==> images/pdn.png <==
Bar = 10 µm. Pins as bars on the die edge. Tap cells in grey.
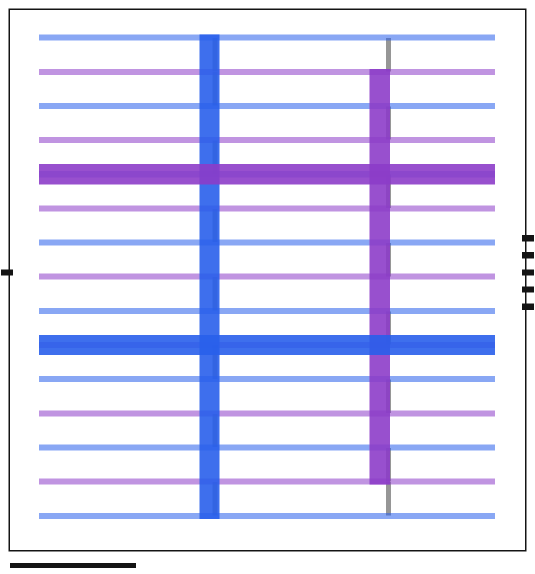
==> images/cell_classes.png <==
Bar = 10 µm.
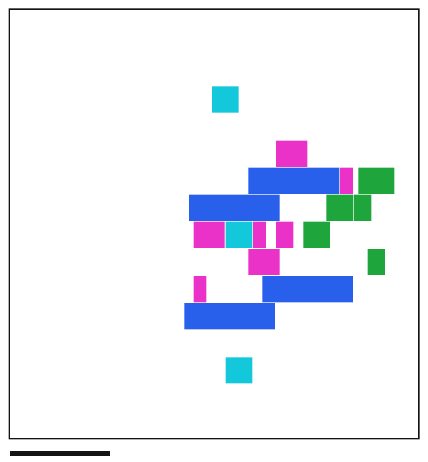
==> images/clock_map.png <==
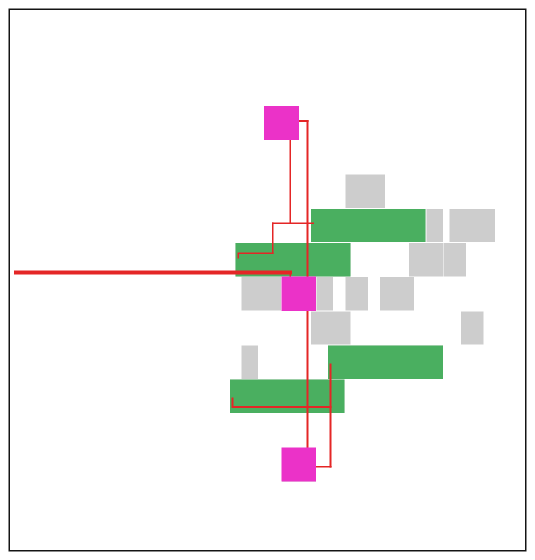
<file path="src/rtl/flip_counter.sv">
// 4-bit synchronous binary up-counter built from four toggle flip-flops.
// Asynchronous active-high reset clears every stage to zero, independent of cp.

module flip_counter_tff (
  input  logic cp,
  input  logic rst,
  input  logic t_i,
  output logic q_o
);

  logic q_q;
  logic q_d;

  // Next state: invert when the toggle enable is high, otherwise hold.
  always_comb begin
    q_d = q_q;
    if (t_i) begin
      q_d = ~q_q;
    end else begin
      q_d = q_q;
    end
  end

  // State flop with asynchronous clear.
  always_ff @(posedge cp or posedge rst) begin
    if (rst) begin
      q_q <= 1'b0;
    end else begin
      q_q <= q_d;
    end
  end

  assign q_o = q_q;

endmodule

module flip_counter (
  input  logic cp,
  input  logic rst,
  output logic out0,
  output logic out1,
  output logic out2,
  output logic out3
);

  logic [3:0] count_q;
  logic [3:0] toggle_d;

  // Stage n toggles only when every lower stage is 1, so all bits move on one edge.
  function automatic logic [3:0] toggle_enables(input logic [3:0] cnt);
    logic [3:0] t;
    t[0] = 1'b1;
    t[1] = cnt[0];
    t[2] = cnt[0] & cnt[1];
    t[3] = cnt[0] & cnt[1] & cnt[2];
    return t;
  endfunction

  // Toggle enables derived from the current registered count.
  always_comb begin
    toggle_d = 4'b0000;
    toggle_d = toggle_enables(count_q);
  end

  genvar g;
  generate
    for (g = 0; g < 4; g++) begin : g_stage
      flip_counter_tff u_tff (
        .cp  (cp),
        .rst (rst),
        .t_i (toggle_d[g]),
        .q_o (count_q[g])
      );
    end
  endgenerate

  assign out0 = count_q[0];
  assign out1 = count_q[1];
  assign out2 = count_q[2];
  assign out3 = count_q[3];

endmodule

</file>
<file path="config.mk">
export PLATFORM = sky130hd
export DESIGN_NAME = flip_counter
export DESIGN_NICKNAME = d
export VERILOG_FILES = /design/src/rtl/flip_counter.sv
export SDC_FILE = /design/constraint.sdc
export NUM_CORES = 1
export LEC_CHECK = 0
export CAP_MARGIN = 25
export CORE_AREA = 2 2 39 41
export CTS_CLUSTER_DIAMETER = 200
export DETAILED_ROUTE_END_ITERATION = 8
export DIE_AREA = 0 0 41 43
export RECOVER_POWER = 100
export SLEW_MARGIN = 20
export SYNTH_ARGS = -nofsm -noshare
export SYNTH_HDL_FRONTEND = slang
export SYNTH_SLANG_ARGS = --single-unit
</file>
<file path="constraint.sdc">
create_clock -name cp -period 1 [get_ports cp]
set_input_delay 0.1 -clock cp [delete_from_list [all_inputs] [get_ports cp]]
set_output_delay 0.1 -clock cp [all_outputs]
set_load 0.03 [all_outputs]
</file>
==> job_summary.md <==
## PnR job results

| Metric | Value |
|---|---|
| Peak fanout along the critical path | 5 |
| Critical path, cell by cell | buf_4 |
| Final hold violations | 0 |
| Outcome | finished, final reports clean |
| Fillcell total | 159 |
| Worst slack, placed | 0.219 ns |
| Gpl congestion | 0.484 |
| H-tree levels | 1 |
| Clock Path Buffers | 2 |
| Tally of non-filler cells in the final layout | 35 |
| WL final | 252 µm |
| Vias in the first global route | 111 |
| Setup Total Neg Slack | 0 ns |
| Placed Cells | 32 |
| GRT Total Usage | 0.0472 |
| Hold slack | 0.189 ns |
| Clock sink count | 4 |
| RSZ-0062 raised after global routing | false |
| Post-DP Area | 203 µm² |
| Mapped Area | 143 µm² |
| FP Core Util | 0.103 |
| Design Power | 0.366 mW |
| CP max stage delay | 0.42 ns |
| Cell taking the most area after synthesis | dfrtp_1 |
| Post-layout util | 0.159 |
| Post-CTS Resized | 0 |
| Family with the most delay on the worst path | flip-flops |
| P&R area growth vs syn | 54.4% |
| Core area | 0.00138 mm² |
| Startpoint Class | flop |
| Die Wd | 41 µm |
| IO Pins | 6 |
| Yosys cell types | 6 |
| Sequential cell area | 100 µm² |
| CTS tree | built |
| Ant diodes | 0 |
| Share of cells above drive strength 1 | 0.368 |
| Crit. End Element | output port |
| Worst EP arrival | 0.84 ns |
| Port bufs | 5 |
| Wirelength per Cell | 7.20 µm |
| First-pass GRT wire length | 427 µm |
| Post-route setup slack | 0.0605 ns |
| Slew margin rel. | 0.889 |
| CP bufs+invs | 1 |
| CTS clk-pin slew, worst paths | 0.04 ns |
| LEAKAGE | 0.114 nW |
| Clock Latency Late Sink | 0.23 ns |
| 1st-pass router iterations | 1 |
| Mapped Nets | 13 |
-- pdn.png (at the start) --
net	colour
VDD	purple
VSS	blue
met1 rails	15
signal pins	6
met4 straps	2

-- cell_classes.png (at the start) --
class	colour	cells
flip-flops	blue	4
all other logic	magenta	7
other buffers and delay cells	green	5
cells driving clock nets	cyan	3

-- clock_map.png (at the start) --
[cells driving clock nets] magenta | count: 3
[clock wires] red | length: 89.1 µm
[flip-flops] green | count: 4
routed clock nets	4

-- cell type report --
class	count	share of cell area
Timing Repair Buffer	5	0.159
Sequential cell	4	0.455
Tap cell	16	0.0909
Clock buffer	3	0.102
Inverter	2	0.0341
Multi-Input combinational cell	5	0.159
-- where the power goes --
| group | total, mW | switching (mW) | internal (mW) |
|---|---|---|---|
| registers | 0.163 | 0 | 0.163 |
| clock network | 0.197 | 0.0631 | 0.134 |
| logic | 0.00617 | 0.00330 | 0.00287 |
| total | 0.366 | 0.0664 | 0.300 |
-- logic make-up after synthesis --
logic type    synth area share
xor+xnor                 0.184
simple gates            0.0613
flops                    0.702
buf+inv                 0.0527
-- worst paths after layout --
check	end	slack [ns]	cells past startpoint
min reg2reg	g_stage[3].u_tff.q_o	0.47	1
min in group cp	g_stage[3].u_tff.q_o	0.47	1
max	out0	0.06	1
max reg2reg	g_stage[3].u_tff.q_o	0.22	2
min	g_stage[0].u_tff.q_o	0.19	2
max in group asynchronous	g_stage[1].u_tff.q_o	0.66	2
-- layout by cell type (no fill, tap or decap) --
| cell | netlist | final |
|---|---|---|
| dfrtp_1 | 4 | 4 |
| dlygate4sd3_1 | 0 | 1 |
| clkbuf_4 | 0 | 3 |
| clkbuf_2 | 0 | 1 |
| nand2_1 | 1 | 1 |
| inv_1 | 2 | 2 |
| buf_2 | 0 | 1 |
| nand3_1 | 1 | 1 |
| xor2_1 | 1 | 1 |
| xnor2_1 | 2 | 2 |
| buf_4 | 0 | 2 |
-- routing by layer --
layer / share of wire / global-route usage / vias to the layer above
li1: - / - / 49
met4: 0 / 0.0800 / 0
met2: 0.40 / 0.0438 / 6
met1: 0.39 / 0.0387 / 45
met3: 0.20 / 0.0471 / 0
met5: 0 / 0 / -
Power and IR drop assume default switching activity.
